--- config.mk ---
export PLATFORM = sky130hd
export DESIGN_NAME = interrupt_controller
export DESIGN_NICKNAME = d
export VERILOG_FILES = /design/src/rtl/interrupt_controller_pkg.sv /design/src/rtl/interrupt_controller_priority_enc.sv /design/src/rtl/interrupt_controller.sv
export SDC_FILE = /design/constraint.sdc
export NUM_CORES = 1
export LEC_CHECK = 0
export ABC_AREA = 1
export CORE_MARGIN = 2
export CORE_UTILIZATION = 40
export DETAILED_ROUTE_END_ITERATION = 16
export HOLD_SLACK_MARGIN = 0.05
export PLACE_DENSITY = 0.89
export SYNTH_ARGS = -nofsm -noshare
export SYNTH_HDL_FRONTEND = slang
export SYNTH_SLANG_ARGS = --single-unit
--- constraint.sdc ---
create_clock -name clk -period 1.4 [get_ports clk]
set_clock_uncertainty 0.1 [all_clocks]
set_input_delay 0.28 -clock clk [delete_from_list [all_inputs] [get_ports clk]]
set_output_delay 0.28 -clock clk [all_outputs]
set_load 0.1 [all_outputs]
--- src/rtl/interrupt_controller_pkg.sv ---
// Shared types and constants for the interrupt controller.
// Holds the FSM state encoding and the reserved interrupt codes.
package interrupt_controller_pkg;

  typedef enum logic [1:0] {
    INTC_IDLE    = 2'd0,
    INTC_REQ     = 2'd1,
    INTC_SERVICE = 2'd2
  } intc_state_e;

  localparam logic [31:0] INTC_CODE_NONE  = 32'd0;
  localparam logic [31:0] INTC_CODE_TIMER = 32'd1;

endpackage

--- src/rtl/interrupt_controller_priority_enc.sv ---
// Fixed-priority encoder: lowest set bit wins.
// Ports: req_i request vector, idx_o winner index, valid_o any set.
module intc_priority_enc #(
  parameter int W  = 4,
  parameter int IW = (W > 1) ? $clog2(W) : 1
) (
  input  logic [W-1:0]  req_i,
  output logic [IW-1:0] idx_o,
  output logic          valid_o
);

  // Scan from the top down so the lowest index is written last.
  always_comb begin
    idx_o   = '0;
    valid_o = 1'b0;
    for (int i = W - 1; i >= 0; i--) begin
      if (req_i[i]) begin
        idx_o   = IW'(i);
        valid_o = 1'b1;
      end
    end
  end

endmodule

--- src/rtl/interrupt_controller.sv ---
// Interrupt responder: quantum timer plus edge-triggered external lines,
// prioritised request/acknowledge/service handshake and user/kernel mode.
// Ports: clk, reset (sync, high), irq, pc, inta, clearIntr, userMode,
// kernelMode in; intr, intrCode, intrPc, inKernel out.
module interrupt_controller
  import interrupt_controller_pkg::*;
#(
  parameter int NUM_EXT = 3,
  parameter int QUANTUM = 1000,
  parameter int CNT_W   = 16
) (
  input  logic               clk,
  input  logic               reset,
  input  logic [NUM_EXT-1:0] irq,
  input  logic [31:0]        pc,
  input  logic               inta,
  input  logic               clearIntr,
  input  logic               userMode,
  input  logic               kernelMode,
  output logic               intr,
  output logic [31:0]        intrCode,
  output logic [31:0]        intrPc,
  output logic               inKernel
);

  localparam int NSRC = NUM_EXT + 1;
  localparam int IW   = $clog2(NSRC);
  localparam logic [CNT_W-1:0] CNT_MAX = CNT_W'(QUANTUM - 1);

  intc_state_e      state_q, state_d;
  logic [NUM_EXT-1:0] irq_q;
  logic [NSRC-1:0]  pend_q, pend_d;
  logic [CNT_W-1:0] cnt_q, cnt_d;
  logic [31:0]      code_q, code_d;
  logic [31:0]      pc_q, pc_d;
  logic             kern_q, kern_d;

  logic [IW-1:0]      win_idx;
  logic               win_vld;
  logic [NUM_EXT-1:0] irq_rise;
  logic               accept;
  logic               cnt_en;
  logic               tmr_fire;

  intc_priority_enc #(
    .W  (NSRC),
    .IW (IW)
  ) u_enc (
    .req_i   (pend_q),
    .idx_o   (win_idx),
    .valid_o (win_vld)
  );

  assign irq_rise = irq & ~irq_q;
  assign accept   = (state_q == INTC_REQ) & inta & win_vld;
  assign cnt_en   = ~kern_q & (state_q == INTC_IDLE);
  assign tmr_fire = cnt_en & (cnt_q == CNT_MAX);

  always_comb begin
    state_d = state_q;
    pend_d  = pend_q;
    cnt_d   = cnt_q;
    code_d  = code_q;
    pc_d    = pc_q;
    kern_d  = kern_q;

    // Clear before set: a new edge on the winner keeps it pending.
    if (accept) pend_d[win_idx] = 1'b0;
    pend_d = pend_d | {irq_rise, tmr_fire};

    if (tmr_fire)    cnt_d = '0;
    else if (cnt_en) cnt_d = cnt_q + CNT_W'(1);
    if (userMode | accept) cnt_d = '0;

    unique case (state_q)
      INTC_IDLE: begin
        if ((|pend_q) & ~kern_q) state_d = INTC_REQ;
      end
      INTC_REQ: begin
        if (accept) begin
          state_d = INTC_SERVICE;
          code_d  = 32'(win_idx) + INTC_CODE_TIMER;
          pc_d    = pc;
        end else if (kernelMode) begin
          state_d = INTC_IDLE;
        end
      end
      INTC_SERVICE: begin
        if (clearIntr) begin
          state_d = INTC_IDLE;
          code_d  = INTC_CODE_NONE;
        end
      end
      default: state_d = INTC_IDLE;
    endcase

    // Acceptance overrides a coincident userMode.
    if (userMode)   kern_d = 1'b0;
    if (kernelMode) kern_d = 1'b1;
    if (accept)     kern_d = 1'b1;
  end

  always_ff @(posedge clk) begin
    if (reset) begin
      state_q <= INTC_IDLE;
      irq_q   <= '0;
      pend_q  <= '0;
      cnt_q   <= '0;
      code_q  <= INTC_CODE_NONE;
      pc_q    <= '0;
      kern_q  <= 1'b1;
    end else begin
      state_q <= state_d;
      irq_q   <= irq;
      pend_q  <= pend_d;
      cnt_q   <= cnt_d;
      code_q  <= code_d;
      pc_q    <= pc_d;
      kern_q  <= kern_d;
    end
  end

  assign intr     = (state_q == INTC_REQ);
  assign intrCode = code_q;
  assign intrPc   = pc_q;
  assign inKernel = kern_q;

endmodule

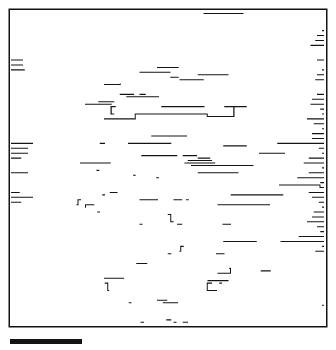
(M3 wires)
Bar = 20 um.
share of all routed wire = 5.1%
nets with wire on the layer = 93
global routing met3 resource utilization: 3.770%
final WL: 10.01 mm
Vias: 2915

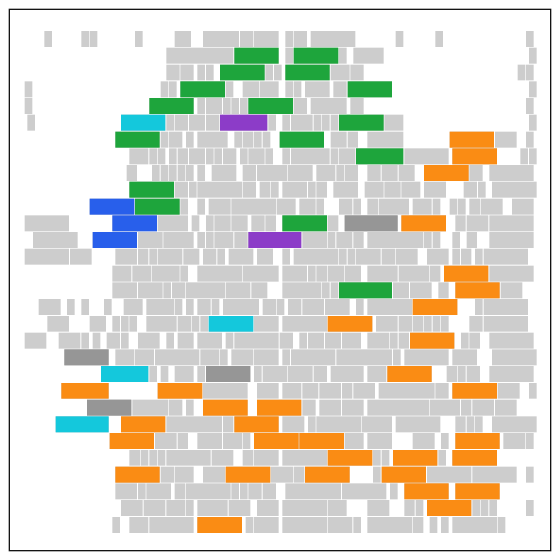
(sequential cells colored by netlist name)
Other sequential cells in the stronger gray, the rest of the logic in the fainter gray.
orange -> `intrPc`  # flops 32
green -> `cnt_q`  # flops 16, where top middle
purple -> `state_q`  # flops 2
cyan -> `pend_q`  # flops 4
blue -> `intrCode`  # flops 3
not colored = 4
final core occ: 72.17%
sequential power: 1.85 mW

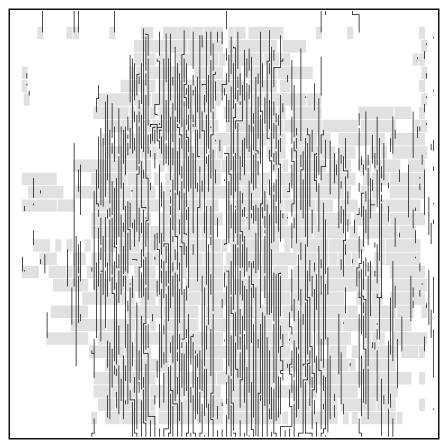
(met2 routing)
Cells faint in the background.
longest straight run = 33.7 um
nets with wire on the layer = 483
main direction = vertical
met2 global-route usage: 39.53%

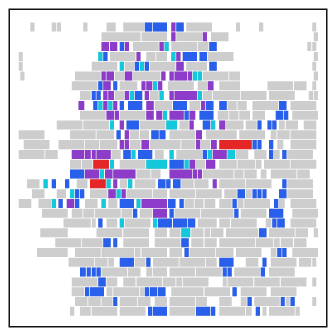
(logic cells by family)
blue -> nor cells  # cells 109, most used nor2_1
red -> fa/ha/maj cells  # cells 3, most used ha_1
cyan -> inv cells  # cells 36, most used inv_1
purple -> nand cells  # cells 69, most used nand2_1
most numerous logic cell after layout: nor2_1
fraction of area in multi-input gates: 32.79%
non-filler cells, final: 584

==> results.sh <==
# physical design summary
export IMPL_drt_iter0_markers=207
export IMPL_sh_seq_area_pct=25.31
export IMPL_yosys_cells=372
export IMPL_violations="negative setup slack"
export IMPL_slew_viol_final=0
export IMPL_seq_cell_count=61
export IMPL_cts_setup_buffers=9
export IMPL_cts_resized=34
export IMPL_clockNetworkAreaShare_pct=4.057
export IMPL_cts_root_buffer="clkbuf_8"
export IMPL_area_dominant_class="logic gates"
export IMPL_status="complete, but fails checks"
export IMPL_p_total_mw=4.791
export IMPL_setup_violations=57
export IMPL_fin_ws_ns=-0.2469
export IMPL_nNonClkInverters=36
export IMPL_cts_buffer_depth=2
export IMPL_crit_required_ns=1.54
export IMPL_yosys_area_top_type="dfxtp_1"
export IMPL_path_clk_slew_ns=0.06
export IMPL_maxCapViolations=0
export IMPL_ys_seq_share_pct=43.61
export IMPL_place_area_um2=4100
export IMPL_ff2ff_setup_slack_ns=-0.25
==> how the worst max path moves through the flow <==
stage	startpoint	to	slack, ns	depth (start not counted)
CTS	state_q[1]$_SDFFE_PP0P_	intr	-0.1	4
finish	state_q[1]$_SDFFE_PP0P_	cnt_q[14]$_SDFFE_PP0P_	-0.25	7
global placement	inta	intrPc[3]$_SDFFE_PP0P_	-0.24	8
floorplan	inKernel$_SDFFE_PP1P_	cnt_q[3]$_SDFFE_PP0P_	-0.06	9
detailed placement	inta	intrPc[26]$_SDFFE_PP0P_	-0.29	8
global route	state_q[1]$_SDFFE_PP0P_	cnt_q[14]$_SDFFE_PP0P_	-0.27	7
==> power by group <==
group	internal (mW)	total (mW)	leakage, nW	switching, mW
logic	0.419	1.32	1.42	0.899
registers	1.79	1.85	0.498	0.0648
clock network	0.949	1.62	0.102	0.674
Power is estimated from default activity; no workload was simulated.
